layer_met1.png
The bar under the picture is 50 um long.
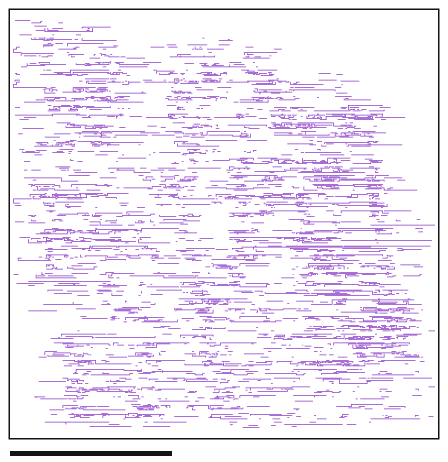
layer_met2.png
The bar under the picture is 50 um long. Cells faint in the background.
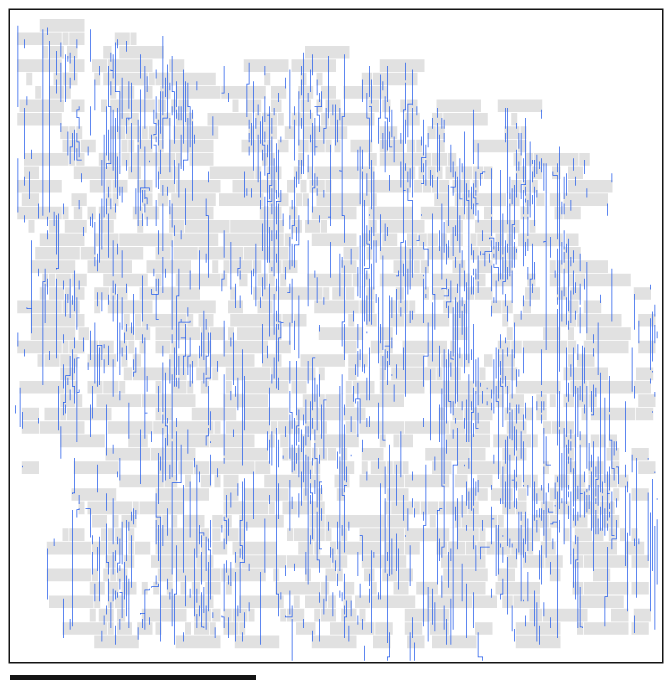
layer_met3.png
The bar under the picture is 50 um long. Cells faint in the background.
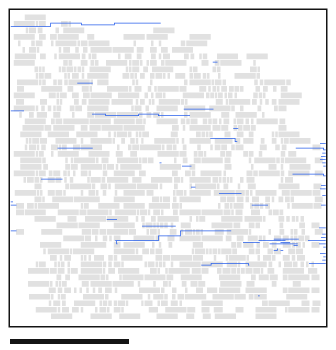
layer_met4.png
The bar under the picture is 50 um long.
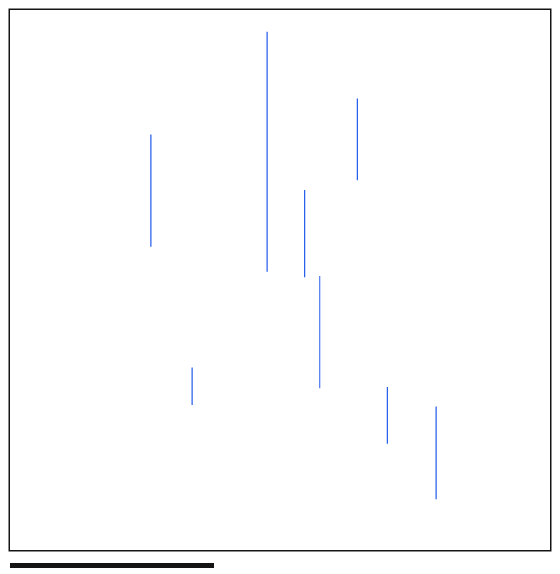
**src/rtl/vending_sequencer.sv**
```systemverilog
// rtl/vending_sequencer.sv - vending front end: button debounce, coin credit, product cursor, purchase FSM
// Optional macro TIMEOUT_EN adds an inactivity timeout in SELECT that returns the credit.
module vending_sequencer #(
  parameter int DEBOUNCE_CYCLES = 500000,
  parameter int DISPENSE_CYCLES = 100000000,
  parameter int DENY_CYCLES     = 50000000,
  parameter int BLINK_CYCLES    = 12500000,
  parameter int COIN_VALUE      = 1,
  parameter int PRICE0          = 3,
  parameter int PRICE1          = 5,
  parameter int PRICE2          = 2,
  parameter int PRICE3          = 4
`ifdef TIMEOUT_EN
  , parameter int TIMEOUT_CYCLES = 500000000
`endif
) (
  input  logic       clk_50,
  input  logic       reset_key,
  input  logic       b_left,
  input  logic       b_right,
  input  logic       b_coin,
  input  logic       start_key,
  output logic [1:0] sel_idx,
  output logic       sel_valid,
  output logic       blink,
  output logic [2:0] state,
  output logic [7:0] credit,
  output logic       dispense_valid,
  output logic [1:0] dispense_idx,
  output logic       change_valid,
  output logic [7:0] change_amt
);

  localparam int DBW  = (DEBOUNCE_CYCLES > 1) ? $clog2(DEBOUNCE_CYCLES) : 1;
  localparam int TMAX = (DISPENSE_CYCLES > DENY_CYCLES) ? DISPENSE_CYCLES : DENY_CYCLES;
  localparam int TW   = (TMAX > 1) ? $clog2(TMAX) : 1;
  localparam int BW   = (BLINK_CYCLES > 1) ? $clog2(BLINK_CYCLES) : 1;
`ifdef TIMEOUT_EN
  localparam int IW   = (TIMEOUT_CYCLES > 1) ? $clog2(TIMEOUT_CYCLES) : 1;
`endif

  typedef enum logic [2:0] {
    S_IDLE     = 3'd0,
    S_SELECT   = 3'd1,
    S_DENIED   = 3'd2,
    S_DISPENSE = 3'd3,
    S_CHANGE   = 3'd4
  } state_t;

  // Button lanes: 0 left, 1 right, 2 coin, 3 start
  logic [3:0]          raw, sync1, sync2, filt, press;
  logic [3:0][DBW-1:0] db_cnt;

  assign raw = {start_key, b_coin, b_right, b_left};

  always_ff @(posedge clk_50 or posedge reset_key) begin
    if (reset_key) begin
      sync1  <= '0;
      sync2  <= '0;
      filt   <= '0;
      press  <= '0;
      db_cnt <= '0;
    end else begin
      sync1 <= raw;
      sync2 <= sync1;
      for (int i = 0; i < 4; i++) begin
        press[i] <= 1'b0;
        if (sync2[i] == filt[i]) begin
          db_cnt[i] <= '0;
        end else if (db_cnt[i] == DBW'(DEBOUNCE_CYCLES - 1)) begin
          db_cnt[i] <= '0;
          filt[i]   <= sync2[i];
          press[i]  <= sync2[i];
        end else begin
          db_cnt[i] <= db_cnt[i] + DBW'(1);
        end
      end
    end
  end

  function automatic logic [7:0] price_of(input logic [1:0] idx);
    case (idx)
      2'd0:    return 8'(PRICE0);
      2'd1:    return 8'(PRICE1);
      2'd2:    return 8'(PRICE2);
      default: return 8'(PRICE3);
    endcase
  endfunction

  state_t        st, st_n;
  logic [7:0]    credit_n, coin_credit;
  logic [8:0]    coin_sum;
  logic [1:0]    sel_n, disp_n;
  logic [TW-1:0] tmr, tmr_n;
  logic [BW-1:0] blink_cnt;
`ifdef TIMEOUT_EN
  logic [IW-1:0] idle_cnt, idle_n;
`endif

  assign state    = st;
  assign coin_sum = {1'b0, credit} + 9'(COIN_VALUE);

  always_comb begin
    st_n        = st;
    sel_n       = sel_idx;
    disp_n      = dispense_idx;
    tmr_n       = tmr;
    coin_credit = credit;
`ifdef TIMEOUT_EN
    idle_n      = '0;
`endif
    // Coin is applied before start so a same-cycle start sees the new credit
    if (press[2] && st != S_CHANGE)
      coin_credit = coin_sum[8] ? 8'd255 : coin_sum[7:0];
    credit_n = coin_credit;

    case (st)
      S_IDLE: begin
        if (press[2]) st_n = S_SELECT;
      end
      S_SELECT: begin
        if (press[3]) begin
          tmr_n = '0;
          if (coin_credit >= price_of(sel_idx)) begin
            credit_n = coin_credit - price_of(sel_idx);
            disp_n   = sel_idx;
            st_n     = S_DISPENSE;
          end else begin
            st_n = S_DENIED;
          end
        end else if (press[0] && !press[1]) begin
          sel_n = sel_idx - 2'd1;
        end else if (press[1] && !press[0]) begin
          sel_n = sel_idx + 2'd1;
        end
`ifdef TIMEOUT_EN
        if (|press)
          idle_n = '0;
        else if (idle_cnt == IW'(TIMEOUT_CYCLES - 1))
          st_n = S_CHANGE;
        else
          idle_n = idle_cnt + IW'(1);
`endif
      end
      S_DENIED: begin
        if (tmr == TW'(DENY_CYCLES - 1)) begin
          tmr_n = '0;
          st_n  = S_SELECT;
        end else begin
          tmr_n = tmr + TW'(1);
        end
      end
      S_DISPENSE: begin
        if (tmr == TW'(DISPENSE_CYCLES - 1)) begin
          tmr_n = '0;
          st_n  = (coin_credit != 8'd0) ? S_CHANGE : S_IDLE;
        end else begin
          tmr_n = tmr + TW'(1);
        end
      end
      S_CHANGE: begin
        credit_n = 8'd0;
        st_n     = S_IDLE;
      end
      default: st_n = S_IDLE;
    endcase
  end

  // Status outputs are registered from the next-state view so they align with state
  always_ff @(posedge clk_50 or posedge reset_key) begin
    if (reset_key) begin
      st             <= S_IDLE;
      sel_idx        <= '0;
      credit         <= '0;
      dispense_idx   <= '0;
      tmr            <= '0;
      blink_cnt      <= '0;
      blink          <= 1'b0;
      sel_valid      <= 1'b0;
      dispense_valid <= 1'b0;
      change_valid   <= 1'b0;
      change_amt     <= '0;
`ifdef TIMEOUT_EN
      idle_cnt       <= '0;
`endif
    end else begin
      st             <= st_n;
      sel_idx        <= sel_n;
      credit         <= credit_n;
      dispense_idx   <= disp_n;
      tmr            <= tmr_n;
      sel_valid      <= (st_n == S_SELECT) || (st_n == S_DENIED);
      dispense_valid <= (st_n == S_DISPENSE);
      change_valid   <= (st_n == S_CHANGE);
      change_amt     <= (st_n == S_CHANGE) ? credit_n : 8'd0;
`ifdef TIMEOUT_EN
      idle_cnt       <= idle_n;
`endif
      if (blink_cnt == BW'(BLINK_CYCLES - 1)) begin
        blink_cnt <= '0;
        blink     <= ~blink;
      end else begin
        blink_cnt <= blink_cnt + BW'(1);
      end
    end
  end

endmodule
```
**config.mk**
```make
export PLATFORM = sky130hd
export DESIGN_NAME = vending_sequencer
export DESIGN_NICKNAME = d
export VERILOG_FILES = /design/src/rtl/vending_sequencer.sv
export SDC_FILE = /design/constraint.sdc
export NUM_CORES = 1
export LEC_CHECK = 0
export CAP_MARGIN = 15
export CORE_UTILIZATION = 50
export CTS_CLUSTER_SIZE = 12
export DETAILED_ROUTE_END_ITERATION = 8
export GPL_ROUTABILITY_DRIVEN = 0
export PLACE_DENSITY = 0.68
export SLEW_MARGIN = 30
export SYNTH_ARGS = -nofsm -noshare
export SYNTH_HDL_FRONTEND = slang
export SYNTH_SLANG_ARGS = --single-unit
export TNS_END_PERCENT = 20
```
**constraint.sdc**
```tcl
create_clock -name clk_50 -period 6.95 [get_ports clk_50]
set_input_delay 1.0425 -clock clk_50 [delete_from_list [all_inputs] [get_ports clk_50]]
set_output_delay 1.0425 -clock clk_50 [all_outputs]
set_load 0.02 [all_outputs]
```
==> run notes <==
Implementation results. The run finished with clean final reports. Entering global routing, the biggest net connects 117 pins. Number of buffers inserted by post-CTS setup repair landed at 0. After detailed routing, the met3 layer carries 405 um of wire. Number of nets in the finished design landed at 923.

In this run the most critical hold path is launched from sync1[2]$_DFF_PP0_. Largest fanout on the critical path landed at 12. The worst setup path is launched from a flip-flop. Actual slew at the worst max-slew pin landed at 0.865 ns.

Critical path depth in cells landed at 11. Per the TritonCTS log, the buffer count is 17. Global-route met1 utilization landed at 0.256. The cell-mix breakdown from Yosys lists the XOR/XNOR area share as 0.101. The synthesis run shows the most used standard cells to be sky130_fd_sc_hd__dfrtp_1, sky130_fd_sc_hd__nor2_1, sky130_fd_sc_hd__nand2_1, sky130_fd_sc_hd__nand3_1, sky130_fd_sc_hd__xor2_1. The largest single stage delay on the critical path is 0.56 ns. Yosys warning count landed at 0.

The synthesized netlist was found by Yosys to have 868 cells. First-pass GRT wire length landed at 27.8 mm. The fraction of cell area in sequential cells is reported as 0.441. STA puts the critical path data arrival time at 3.81 ns. After global routing, the most crowded layer is met2. Number of resized instances in the post-cts repair step landed at 0.

For this design, the slowest cell found on the critical path is sky130_fd_sc_hd__or3b_1. Number of detailed-routing iterations run before antenna repair landed at 8. Of all flip-flops after synthesis, the portion carrying an async set or reset was 1.00.

Tally of nets with antenna violations remaining after routing landed at 0. The netlist uses 71 different library cells. After synthesis the cells add up to 8490 um^2. Count of cells along the worst hold path landed at 0.

TritonCTS built the clock tree. In this design, the largest share of critical-path delay is due to simple AND/OR/NAND/NOR gates. Via count of the first global-routing pass landed at 5,976. Endpoints failing hold in the final report were tallied at 0.

The synthesized design contains 0 enable-type register cells. Pins over their slew limit in the final report were tallied at 0. Synthesis handed over a netlist of 868 instances. Number of maximum-capacitance constraint violations landed at 0. The script logs the ratio of routed vias to standard cells as 5.44. Of all the cell area in the finished design, the clock network holds 0.0650. Adder and majority gate portion of the synthesized area landed at 0.0245. The final design was reported to hold multi-input combinational gates totalling 650.

Fill cell total of the finished layout landed at 1,473. Combinational share of power landed at 0.020. Maximum buffer depth of the clock tree landed at 2.
Notes on layer_met1.png above:
- longest straight run: 40.0 um
- nets with wire on the layer: 863
- share of all routed wire: 48%
via count: 6,173
final wirelength: 15.5 mm

Notes on layer_met2.png above:
- share of all routed wire: 48%
- wire length on this layer: 7,410 um
- main direction: vertical
met2 Resource Use GR: 0.325

Notes on layer_met3.png above:
- share of all routed wire: 2.6%
- main direction: horizontal
met3 track demand over resource in global routing: 0.0415

Notes on layer_met4.png above:
- nets with wire on the layer: 3
- main direction: vertical
- wire length on this layer: 199 um

Power is estimated from default activity; no workload was simulated.
